--- src/rtl/nib_bus_arbiter.sv ---
// Two-port round-robin arbiter for a nibble-wide external memory bus.
// Each transaction takes one address cycle followed by one data cycle.
module nib_bus_arbiter #(
  parameter int ADDR_W = 10,
  parameter int DATA_W = 4
) (
  input  logic              clk,
  input  logic              rst,
  input  logic              f_req,
  input  logic [ADDR_W-1:0] f_addr,
  output logic              f_ack,
  input  logic              d_req,
  input  logic              d_we,
  input  logic [ADDR_W-1:0] d_addr,
  input  logic [DATA_W-1:0] d_wdata,
  output logic              d_ack,
  output logic [DATA_W-1:0] rdata,
  output logic [ADDR_W-1:0] bus_addr,
  output logic [1:0]        bus_phase,
  output logic [DATA_W-1:0] bus_wdata,
  output logic              bus_oe,
  input  logic [DATA_W-1:0] bus_rdata,
  output logic              owner,
  output logic              busy
);

  typedef enum logic [1:0] {
    IDLE = 2'b00,
    ADDR = 2'b01,
    DATA = 2'b10
  } state_e;

  state_e              state_q, state_d;
  logic                owner_q, owner_d;
  logic [ADDR_W-1:0]   addr_q, addr_d;
  logic                we_q, we_d;
  logic [DATA_W-1:0]   wdata_q, wdata_d;
  logic                grantValid;
  logic                grant;

  always_ff @(posedge clk) begin
    if (rst) begin
      state_q <= IDLE;
      owner_q <= 1'b1;
      addr_q  <= '0;
      we_q    <= 1'b0;
      wdata_q <= '0;
    end else begin
      state_q <= state_d;
      owner_q <= owner_d;
      addr_q  <= addr_d;
      we_q    <= we_d;
      wdata_q <= wdata_d;
    end
  end

  // In DATA only the non-owner may be granted, which gives back-to-back alternation.
  always_comb begin
    state_d    = state_q;
    owner_d    = owner_q;
    addr_d     = addr_q;
    we_d       = we_q;
    wdata_d    = wdata_q;
    grantValid = 1'b0;
    grant      = 1'b0;
    case (state_q)
      IDLE: begin
        if (f_req || d_req) begin
          grantValid = 1'b1;
          grant      = (f_req && d_req) ? ~owner_q : d_req;
        end
      end
      ADDR: state_d = DATA;
      DATA: begin
        state_d = IDLE;
        if (owner_q ? f_req : d_req) begin
          grantValid = 1'b1;
          grant      = ~owner_q;
        end
      end
      default: state_d = IDLE;
    endcase
    if (grantValid) begin
      state_d = ADDR;
      owner_d = grant;
      addr_d  = grant ? d_addr : f_addr;
      we_d    = grant & d_we;
      wdata_d = grant ? d_wdata : '0;
    end
  end

  // Outputs are forced quiet while reset is held so an aborted transfer never acks.
  always_comb begin
    f_ack     = 1'b0;
    d_ack     = 1'b0;
    rdata     = '0;
    bus_addr  = '0;
    bus_phase = 2'b00;
    bus_wdata = '0;
    bus_oe    = 1'b0;
    if (!rst) begin
      case (state_q)
        ADDR: begin
          bus_phase = 2'b01;
          bus_addr  = addr_q;
        end
        DATA: begin
          bus_phase = {1'b1, we_q};
          bus_addr  = addr_q;
          f_ack     = ~owner_q;
          d_ack     = owner_q;
          if (we_q) begin
            bus_wdata = wdata_q;
            bus_oe    = 1'b1;
          end else begin
            rdata = bus_rdata;
          end
        end
        default: ;
      endcase
    end
  end

  assign owner = owner_q;
  assign busy  = !rst && (state_q != IDLE);

endmodule

--- config.mk ---
export PLATFORM = sky130hd
export DESIGN_NAME = nib_bus_arbiter
export DESIGN_NICKNAME = d
export VERILOG_FILES = /design/src/rtl/nib_bus_arbiter.sv
export SDC_FILE = /design/constraint.sdc
export NUM_CORES = 1
export LEC_CHECK = 0
export CAP_MARGIN = 20
export CORE_MARGIN = 2
export CORE_UTILIZATION = 62
export CTS_CLUSTER_SIZE = 8
export DETAILED_ROUTE_END_ITERATION = 6
export DONT_BUFFER_PORTS = 1
export PLACE_DENSITY = 0.79
export SETUP_SLACK_MARGIN = 0.05
export SLEW_MARGIN = 10
export SYNTH_ARGS = -nofsm -noshare
export SYNTH_HDL_FRONTEND = slang
export SYNTH_SLANG_ARGS = --single-unit
--- constraint.sdc ---
create_clock -name clk -period 1.6 [get_ports clk]
set_input_delay 0.16 -clock clk [delete_from_list [all_inputs] [get_ports clk]]
set_output_delay 0.16 -clock clk [all_outputs]
set_load 0.05 [all_outputs]
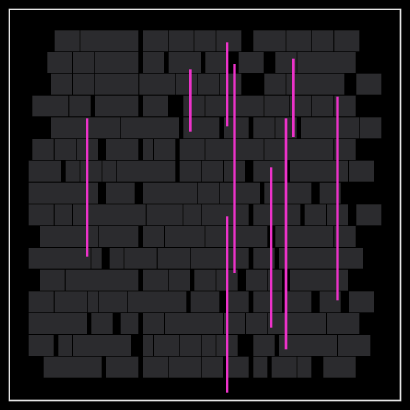
Figure 1: run 1, the metal 4 layer.
Drawn at 8 px/um.
longest straight run	28.6 um
main direction	vertical
wire length on this layer	165 um
Post-Route WL: 4420 um
total via count in the routed design: 1,352

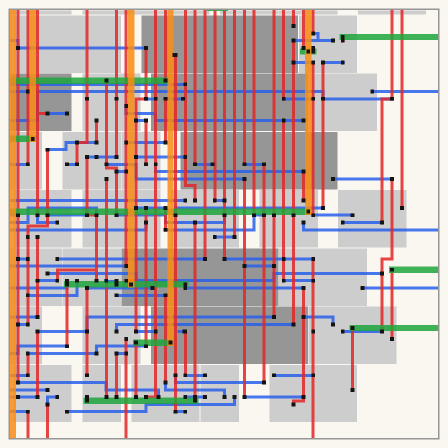
Figure 2: run 1, zoomed window.
Window x 27 to 47, y 2 to 22 um. Cells in gray, sequential cells in the stronger gray; small squares are vias.
color	layer
blue	M1
orange	M4
red	M2
green	M3
sequential cells in the window	5
most frequent	o211ai_1 (9), dfxtp_1 (5)
netlist names of flops here include	wdata_q (3)
cells with their middle in the window	28

==> results.cfg, run 1 <==
; implementation run metrics
[status]
status = finished with violations
violations = setup timing

[route]
first_pass_drt_iterations = 4
ant_nets = 0
drc = 0
post_drt_wl_per_cell_um = 24.3
avgViaCountPerCell = 7.43
drt_iter0_drc = 83

[critical_path]
timing.critical_path.from_type = flop
timing.critical_path.buf_inv = 2
critPathCapture = bus_addr[8]
slowest_stage = sky130_fd_sc_hd__dfxtp_4
worst_path_largest_cell_delay_ns = 0.39
worst-endpoint-required_ns = 1.44
worst_r2r_startpoint = state_q[1]$_SDFFE_PP0N_
path_class = reg2out
critPathTopFamily = simple AND/OR/NAND/NOR gates
timing.critical_path.from = state_q[1]$_SDFFE_PP0N_
worstPathMaxFanout = 5
worst-path-stages = 5
cp-end-kind = primary output
end_of_the_worst_register_to_register_path = addr_q[9]$_SDFFE_PP0P_
cp_cell_sequence = inv_4, ha_4, nor2b_4, buf_6, and2_4
worst-r2r-setup-slack_ns = -0.02
worstPathArrival_ns = 1.56

[timing]
least_margin_pin_slew_ns = 0.781
setup_viol = 23
fin_setup_tns_ns = -1.85
finalWorstSetupSlack_ns = -0.118
fin_crit_sh_pct = 107
final_period_minus_worst_setup_slack_ns = 1.72
rsz_0062_raised_after_global_routing = true
fin_hold_ws_ns = 0.0415
achievable-frequency_mhz = 582
slew_violations = 0
timing.slew.headroom_pct = 47.8

[floorplanning]
die_area_um2 = 2370
die_height_um = 48.7
initial_utilization_pct = 64.5
rows = 16
floorplan.io_pins = 58

[pwr]
report.power.total_uw = 1350
pwrdens_nw_per_um2 = 795
power.static_leakage_uw = 0.000578

[placement]
post_dp_cell_area_um2 = 1420
place.detailed.instances = 167
gpl.final_weighted_congestion = 0.873
dp_worst_setup_slack_ns = -0.00781
buffer_ports.inserted = 0

[synth]
number_of_nets_in_the_synthesized_netlist = 175
yosys.area_share.aoi_pct = 41.6
seq_area_frac_synth_pct = 29.1
post_synth.cell_area_avg_um2 = 8.92
yosys-top-cells-area = sky130_fd_sc_hd__dfxtp_1, sky130_fd_sc_hd__o211ai_1, sky130_fd_sc_hd__and2_1
ys.warnings.count = 0
postSynth.asyncResetShare_pct = 0
syn-instance-count = 139
synth_top_cell_by_count = sky130_fd_sc_hd__o211ai_1
yosys_most_used_dff = sky130_fd_sc_hd__dfxtp_1
synth.cellmix.adderShare_pct = 3.03
yosys-mux-area-fraction_pct = 2.83
post_synth_num_cell_types = 30
top_non_seq_family = AND-OR/OR-AND gates
count_of_library_flops_with_an_enable_pin = 0
synth.cellmix.simpleShare_pct = 15.3
yosys.stat.chipArea_um2 = 1240
synth-seq-cells = 18
synthTopCellsByCount = sky130_fd_sc_hd__o211ai_1, sky130_fd_sc_hd__dfxtp_1, sky130_fd_sc_hd__and2_1, sky130_fd_sc_hd__a21oi_1

[cts]
cts_hold_repair.buffers = 1
clock_tree_from_tritoncts = built
postCtsSetupBuffers = 4
cts_max_level = 1
ctsRootBufferMaster = sky130_fd_sc_hd__clkbuf_4
numCtsBuffers = 3

[final_layout]
largest_registers = addr_q: 10 flops, wdata_q: 4 flops, state_q: 2 flops
layout_top_cell_excl_fill_tap = sky130_fd_sc_hd__o211ai_1
area_growth_pct = 36.5
final_layout_top_logic_cells = sky130_fd_sc_hd__o211ai_1, sky130_fd_sc_hd__and2_4, sky130_fd_sc_hd__dfxtp_1
ant_cells = 0
finish.net_count = 192

[global_routing]
first_global_vias = 1296
grt_first_pass_wirelength_um = 6400
grt-ovfl-total = 0

[min_path]
timing.hold.worst_path_depth = 2
whs_endpoint = wdata_q[3]$_SDFFE_PP0P_
worst_hold_path_type = in2reg

[run]
log.warning_count = 31
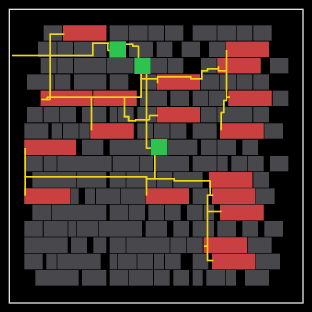
Figure 3: run 1, clock distribution.
Drawn at 6 px/um.
[red] flip-flops | count: 18
[green] clock-net drivers | count: 3
[yellow] clock wires | length: 191 um
routed clock nets	4
fraction of power consumed by the clock network: 21.0%
clock network power consumption: 282 uW
Insertion Delay late pin: 0.29 ns
final setup skew: 0.00761 ns

run 1: area by class of cell:
| type | count | area, um^2 |
|---|---|---|
| multi-input combinational | 104 | 933 |
| tap | 27 | 33.8 |
| timing repair buffer | 25 | 295 |
| fill | 102 | 229 |
| inverter | 4 | 25.0 |
| sequential | 18 | 369 |
| clock buffer | 4 | 36.3 |
run 1: layer usage:
metal  GRT usage, %  wire [um]  share of wire [%]  vias up
li1               -          -                  -      575
met1           42.4       1580                 36      639
met2           62.3       2200                 50      119
met3           4.63        479                 11       19
met4           9.05        165                3.7        0
met5              0          0                  0        -
run 1: power breakdown:
part	leakage, uW	internal [uW]	switching (uW)	total [uW]
sequential	0.000150	498	46.3	544
combinational	0.000407	207	312	519
clock	0.0000210	139	144	282
total	0.000578	844	503	1350
Figure 4. Metal layers overlaid (run 1).
Drawn at 8 px/um.
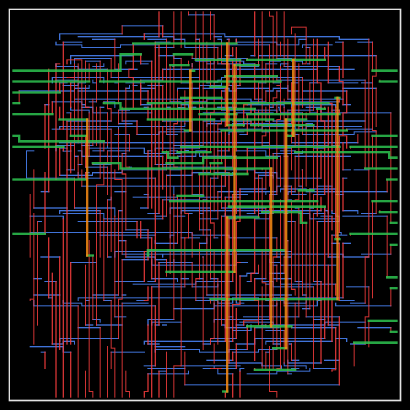

==> run 2, diff against run 1 <==
--- a/config.mk
+++ b/config.mk
@@ -6,12 +6,10 @@
 export NUM_CORES = 1
 export LEC_CHECK = 0
 export CAP_MARGIN = 20
-export CORE_MARGIN = 2
-export CORE_UTILIZATION = 62
+export CORE_UTILIZATION = 41
 export CTS_CLUSTER_SIZE = 8
 export DETAILED_ROUTE_END_ITERATION = 6
-export DONT_BUFFER_PORTS = 1
-export PLACE_DENSITY = 0.79
+export PLACE_DENSITY = 0.81
 export SETUP_SLACK_MARGIN = 0.05
 export SLEW_MARGIN = 10
 export SYNTH_ARGS = -nofsm -noshare
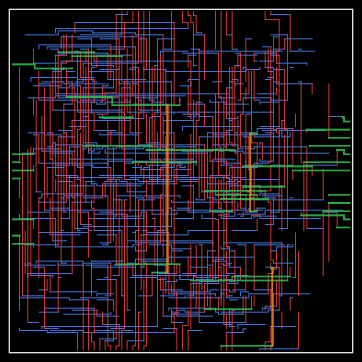
Figure 5: run 2, metal layers overlaid.
Drawn at 6 px/um.
color	layer	wire length
green	M3	270 um
orange	M4	53.7 um
blue	M1	1,940 um
red	M2	2,440 um
total via count in the routed design: 1,479
GRT Resource Usage Total: 26.9%
routed wirelength normalized by instance count: 19.3 um
Post-Route WL: 4710 um

==> run 2 against run 1 <==
  * The flow finishes with violations (DRC, setup timing)
  * Critical path depth is 1 higher
  * Power up 14%
  * Largest power group is now combinational cells
  * Design area grew 42%
  * Fmax decreased by 4.4%
  * Register-to-register slack got worse by 0.11 ns
  * Hold slack better by 0.37 ns
  * Combinational power grew 32%
  * Largest cell class is now non-clock buffers
  * Utilization shrank 2.6 points
  * Worst setup slack worse by 0.079 ns
  * Die area rose by 37%
  * Clock skew decreased by 0.0016 ns
  * Critical path type unchanged
==> results.cfg, run 2 <==
; implementation run metrics
[final_layout]
proportion_of_final_cell_area_spent_on_non_clock_buffers_pct = 42.6
area_growth_pct = 93.3
dominant_cells = non-clock buffers
ant_cells = 0
clock_tree_area_fraction_pct = 1.51
fraction_of_standard_cell_area_in_multi_input_logic_pct = 38.0
flip_flops = 18
final-seq-area_um2 = 369
fillCellCount = 149
finish.net_count = 250
final.signal_inverter_count = 4
multi_input_comb_cells = 102
seq_area_share_pct = 15.4

[timing]
slew_violations = 0
fin_crit_sh_pct = 112
setup_viol = 33
timing.slew.headroom_pct = 71.3
finalWorstSetupSlack_ns = -0.197
least_margin_pin_slew_ns = 0.431
final_setup_skew_ns = 0.00599
fin_setup_tns_ns = -3.74
final_period_minus_worst_setup_slack_ns = 1.80

[critical_path]
path_class = reg2out
timing.critical_path.from = state_q[0]$_SDFFE_PP0P_
worst_path_largest_cell_delay_ns = 0.39
cp_cell_sequence = inv_4, ha_4, nor2b_4, buf_6, nor2b_4, buf_12
cp-end-kind = primary output
critPathCapture = bus_phase[0]
critPathTopFamily = flip-flops
worstPathMaxFanout = 5
end_of_the_worst_register_to_register_path = addr_q[3]$_SDFFE_PP0P_
worstPathArrival_ns = 1.64
worst-endpoint-required_ns = 1.44
worst_r2r_startpoint = state_q[1]$_SDFFE_PP0N_

[route]
wirelength_met1_um = 1940
highest_layer = met4
avgViaCountPerCell = 6.06
drc = 7
drt_iter0_drc = 77
first_pass_drt_iterations = 6
met2_wirelength_um = 2440
ant_nets = 0

[placement]
buffer_ports.inserted = 57
gpl.final_weighted_congestion = 0.847
place.detailed.instances = 233
post_dp_cell_area_um2 = 2160
dp_worst_setup_slack_ns = -0.0991

[synth]
synth.cellmix.adderShare_pct = 3.03
yosys.stat.chipArea_um2 = 1240
number_of_nets_in_the_synthesized_netlist = 175
synthTopCellsByCount = sky130_fd_sc_hd__o211ai_1, sky130_fd_sc_hd__dfxtp_1, sky130_fd_sc_hd__and2_1, sky130_fd_sc_hd__a21oi_1
count_of_library_flops_with_an_enable_pin = 0
post_synth_num_cell_types = 30
post_synth.cell_area_avg_um2 = 8.92
seq_area_frac_synth_pct = 29.1
synth-seq-cells = 18
yosys_most_used_dff = sky130_fd_sc_hd__dfxtp_1
yosys-mux-area-fraction_pct = 2.83
syn-instance-count = 139
top_non_seq_family = AND-OR/OR-AND gates

[cts]
cts_max_level = 1
clk_latency_ns = 0.32
clock_tree_from_tritoncts = built
numCtsBuffers = 3
ctsRootBufferMaster = sky130_fd_sc_hd__clkbuf_4
cts_hold_repair.buffers = 0
postCtsSetupBuffers = 2

[global_routing]
first_global_vias = 1407
grt_util_met1_pct = 34.1
met2_track_usage_gr_pct = 47.9
grt-ovfl-total = 0

[floorplanning]
die_height_um = 57.0
die_area_um2 = 3250
rows = 19
initial_utilization_pct = 44.2
nWellTaps = 31

[pwr]
power_sequential_uw = 544
power.static_leakage_uw = 0.000881
pwrdens_nw_per_um2 = 641
sw_power_uw = 550
clkPwrFrac_pct = 20.0

[min_path]
timing.hold.worst_path_depth = 3
worst_hold_path_type = in2reg
whs_endpoint = wdata_q[1]$_SDFFE_PP0P_

[status]
status = finished with violations
violations = DRC, setup timing
run 2: cell types whose count changed in the layout (fill, tap and decap cells not counted), moves of 2 or more:
cell	previous run	this run
sky130_fd_sc_hd__and2_4	16	14
sky130_fd_sc_hd__buf_4	10	22
sky130_fd_sc_hd__and2_1	1	3
sky130_fd_sc_hd__clkdlybuf4s50_1	0	32
sky130_fd_sc_hd__buf_12	6	20
sky130_fd_sc_hd__buf_8	0	3
run 2: through the flow:
step / hold slack [ns] / utilization (%) / power, uW
after floorplan: 0.333 / - / 883
after global placement: 0.477 / 76.9 / 1120
after detailed placement: 0.487 / 76.9 / 1140
after CTS: 0.441 / 81.6 / 1470
after global routing: 0.437 / 85.5 / 1600
final: 0.416 / 85.5 / 1540
Figure 6. Zoomed window (run 2).
Window x 33 to 53, y 4 to 24 um. Cells in gray, sequential cells in the stronger gray; small squares are vias.
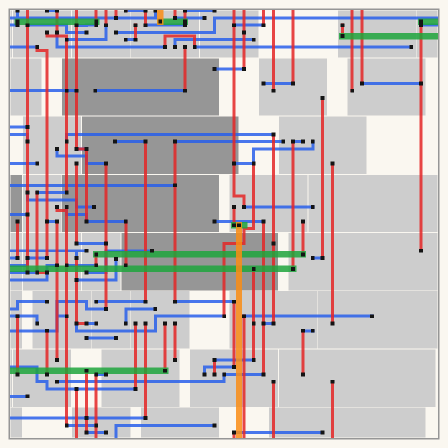

==> run 3, diff against run 2 <==
--- a/config.mk
+++ b/config.mk
@@ -5,11 +5,13 @@
 export SDC_FILE = /design/constraint.sdc
 export NUM_CORES = 1
 export LEC_CHECK = 0
+export ABC_AREA = 1
 export CAP_MARGIN = 20
-export CORE_UTILIZATION = 41
+export CORE_UTILIZATION = 40
 export CTS_CLUSTER_SIZE = 8
 export DETAILED_ROUTE_END_ITERATION = 6
-export PLACE_DENSITY = 0.81
+export GPL_TIMING_DRIVEN = 0
+export PLACE_DENSITY = 0.8
 export SETUP_SLACK_MARGIN = 0.05
 export SLEW_MARGIN = 10
 export SYNTH_ARGS = -nofsm -noshare
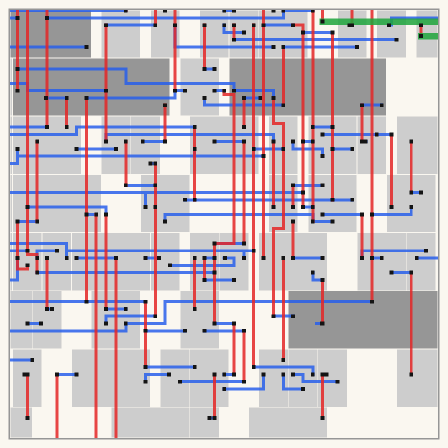
Figure 7: run 3, zoomed window.
Window x 33 to 53, y 4 to 24 um. Cells in gray, sequential cells in the stronger gray; small squares are vias.
color	layer
blue	M1
red	M2
green	M3
cells with their middle in the window	46
sequential cells in the window	4
netlist names of flops here include	addr_q (4)
most frequent	nand2_1 (12), inv_1 (11)

==> run 3 against run 2 <==
  * Count of clock-buffer cells in the layout decreased by 1
  * Sequential power is 2% higher
  * Utilization is 14 points lower
  * Synthesized cell count grew 40%
  * Critical path type unchanged
  * Clock skew rose by 0.0037 ns
  * The flow still finishes with violations (DRC, setup timing)
  * Die area down 0.49%
  * Synthesized area shrank 2.9%
  * Via count down 8.9%
  * Combinational power up about 20%
  * Fmax is 5.5% higher
  * Highest routed layer unchanged
  * Hold slack got worse by 0.073 ns
  * Power is 4.2% higher
==> results.cfg, run 3 <==
; implementation run metrics
[route]
met2_wirelength_um = 1590
drt_iter0_drc = 18
first_pass_drt_iterations = 6
avgViaCountPerCell = 4.69
post_drt_wl_per_cell_um = 10.9
met3WireLength_um = 96
drc = 4
highest_layer = met4
wirelength_met1_um = 1410
drt_wl_total_um = 3120
dr_total_vias = 1347
ant_nets = 0

[status]
violations = DRC, setup timing
status = finished with violations

[cts]
ctsRootBufferMaster = sky130_fd_sc_hd__clkbuf_4
numCtsBuffers = 3
cts_hold_repair.buffers = 0
clk_latency_ns = 0.30
clock_tree_from_tritoncts = built
cts_max_level = 1

[synth]
synthTopCellsByCount = sky130_fd_sc_hd__nand2_1, sky130_fd_sc_hd__inv_1, sky130_fd_sc_hd__nor2_1, sky130_fd_sc_hd__dfxtp_1, sky130_fd_sc_hd__nand3_1
synth-seq-cells = 18
postSynth.asyncResetShare_pct = 0
yosys.stat.chipArea_um2 = 1200
largest_area_cell = sky130_fd_sc_hd__dfxtp_1
post_synth.cell_area_avg_um2 = 6.20
post_synth_num_cell_types = 18
yosys_most_used_dff = sky130_fd_sc_hd__dfxtp_1
number_of_nets_in_the_synthesized_netlist = 230
yosys-top-cells-area = sky130_fd_sc_hd__dfxtp_1, sky130_fd_sc_hd__nand2_1, sky130_fd_sc_hd__inv_1
seq_area_frac_synth_pct = 29.9
ys.warnings.count = 0
count_of_library_flops_with_an_enable_pin = 0
synth_top_cell_by_count = sky130_fd_sc_hd__nand2_1
syn-instance-count = 194

[pwr]
pwrdens_nw_per_um2 = 794
power_combinational_uw = 822
power_sequential_uw = 553
cell_internal_pwr_uw = 928
sw_power_uw = 672
power.share.sequential_pct = 34.5
sw_frac_of_total_pct = 42.0
combinationalPowerShare_pct = 51.4
powerClk_uw = 225
clkPwrFrac_pct = 14.1
report.power.total_uw = 1600
power.static_leakage_uw = 0.000979
power_leader = combinational cells

[critical_path]
worstPathMaxFanout = 4
timing.critical_path.buf_inv = 3
path_class = reg2out
cp-end-kind = primary output
worst-endpoint-required_ns = 1.44
worst_r2r_startpoint = state_q[1]$_SDFFE_PP0N_
timing.critical_path.from = state_q[0]$_SDFFE_PP0P_
end_of_the_worst_register_to_register_path = addr_q[1]$_SDFFE_PP0P_
worst-r2r-setup-slack_ns = 0.11
slowest_stage = sky130_fd_sc_hd__dfxtp_2
critPathCapture = bus_wdata[0]
worstPathArrival_ns = 1.54
worst-path-stages = 7
critPathTopFamily = buffers and inverters
worst_path_largest_cell_delay_ns = 0.34
cp_cell_sequence = inv_2, ha_4, nand2_4, nor2_4, clkinvlp_4, nor2_4, buf_6
timing.critical_path.from_type = flop

[timing]
timing.slew.headroom_pct = 67.9
rsz_0062_raised_after_global_routing = true
slew_violations = 0
least_margin_pin_slew_ns = 0.483
fin_crit_sh_pct = 106
final_setup_skew_ns = 0.00967
fin_setup_tns_ns = -1.25
hold_violations = 0
fin_hold_ws_ns = 0.344
setup_viol = 14
achievable-frequency_mhz = 587
final_period_minus_worst_setup_slack_ns = 1.70
finalWorstSetupSlack_ns = -0.104

[placement]
dp_worst_setup_slack_ns = -0.858
gpl.final_weighted_congestion = 0.761
buffer_ports.inserted = 57
post_dp_cell_area_um2 = 1930
place.detailed.instances = 282

[final_layout]
layout_top_cell_excl_fill_tap = sky130_fd_sc_hd__nand2_1
largest_registers = addr_q: 10 flops, wdata_q: 4 flops, state_q: 2 flops
final_layout_top_logic_cells = sky130_fd_sc_hd__nand2_1, sky130_fd_sc_hd__inv_1, sky130_fd_sc_hd__clkdlybuf4s50_1
fillCellCount = 245
finish.net_count = 294
flip_flops = 18
area_growth_pct = 67.4
fraction_of_standard_cell_area_in_multi_input_logic_pct = 36.8
final-seq-area_um2 = 363
layout.area.comb_um2 = 741
clock_tree_area_fraction_pct = 1.12
ant_cells = 0
dominant_cells = multi-input combinational cells
proportion_of_final_cell_area_spent_on_non_clock_buffers_pct = 32.9
finish.utilization_pct = 71.8
signal_buffers = 68
clock_buf_count = 3
seq_area_share_pct = 18.0
multi_input_comb_cells = 120
final.signal_inverter_count = 47

[run]
log.warning_count = 31

[floorplanning]
rows = 19
initial_utilization_pct = 42.9
die_area_um2 = 3230
floorplan.io_pins = 58
die_height_um = 56.9
nWellTaps = 31

[global_routing]
grt-ovfl-total = 0
first_global_vias = 1225
grt.total_usage_pct = 21.2
grt_use_met3_pct = 3.69
met2_track_usage_gr_pct = 37.6
grt_first_pass_wirelength_um = 5350
most_congested_layer_reported_by_global_routing = met2
grt_util_met1_pct = 26.8

[min_path]
timing.hold.worst_path_depth = 2
worst_hold_path_type = in2reg
whs_endpoint = state_q[1]$_SDFFE_PP0N_
[run 3: netlist changes by cell type after synthesis, sizes merged, moves of 5 or more]
cell,previous run,this run
a211oi,10,0
nand2,2,47
a311oi,10,0
nor2,3,25
inv,4,47
nand4,0,10
and2,17,0
nand3,0,19
o211ai,30,0
clkbuf,5,0
[run 3: kinds of logic after synthesis]
| group | after synthesis | share of synthesized area, % |
|---|---|---|
| buffers and inverters | 56 | 19.4 |
| adders and majority gates | 3 | 3.12 |
| AOI/OAI and AO/OA | 15 | 9.04 |
| DFF | 18 | 29.9 |
| and+or+nand+nor | 102 | 38.5 |
[run 3: what timing repair did]
item	in CTS	in global routing
resized	172	4
pin swaps	5	2
endpoints found under the setup margin	25	21
setup buffers	2	0

==> gallery <==
Track usage over the die.
image #1
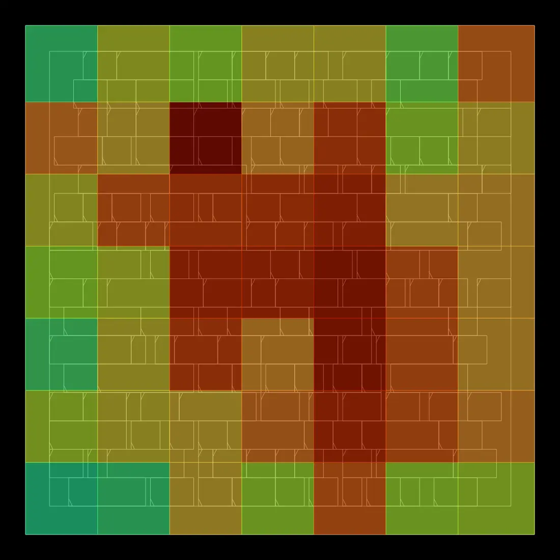
image #2
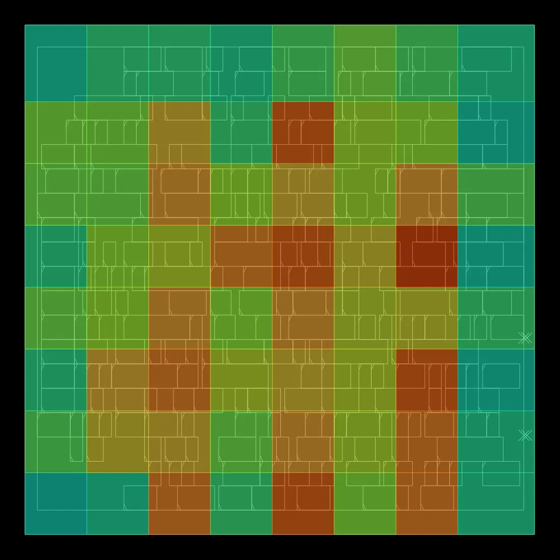
image #3
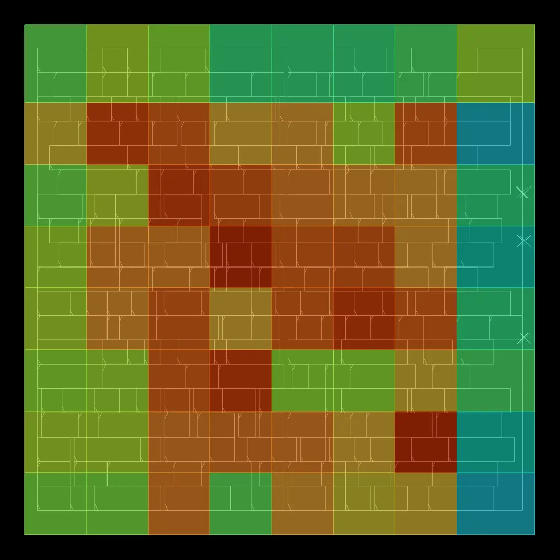
image #3 -> run 2
image #1 -> run 1
image #2 -> run 3

Power is estimated from default activity; no workload was simulated.
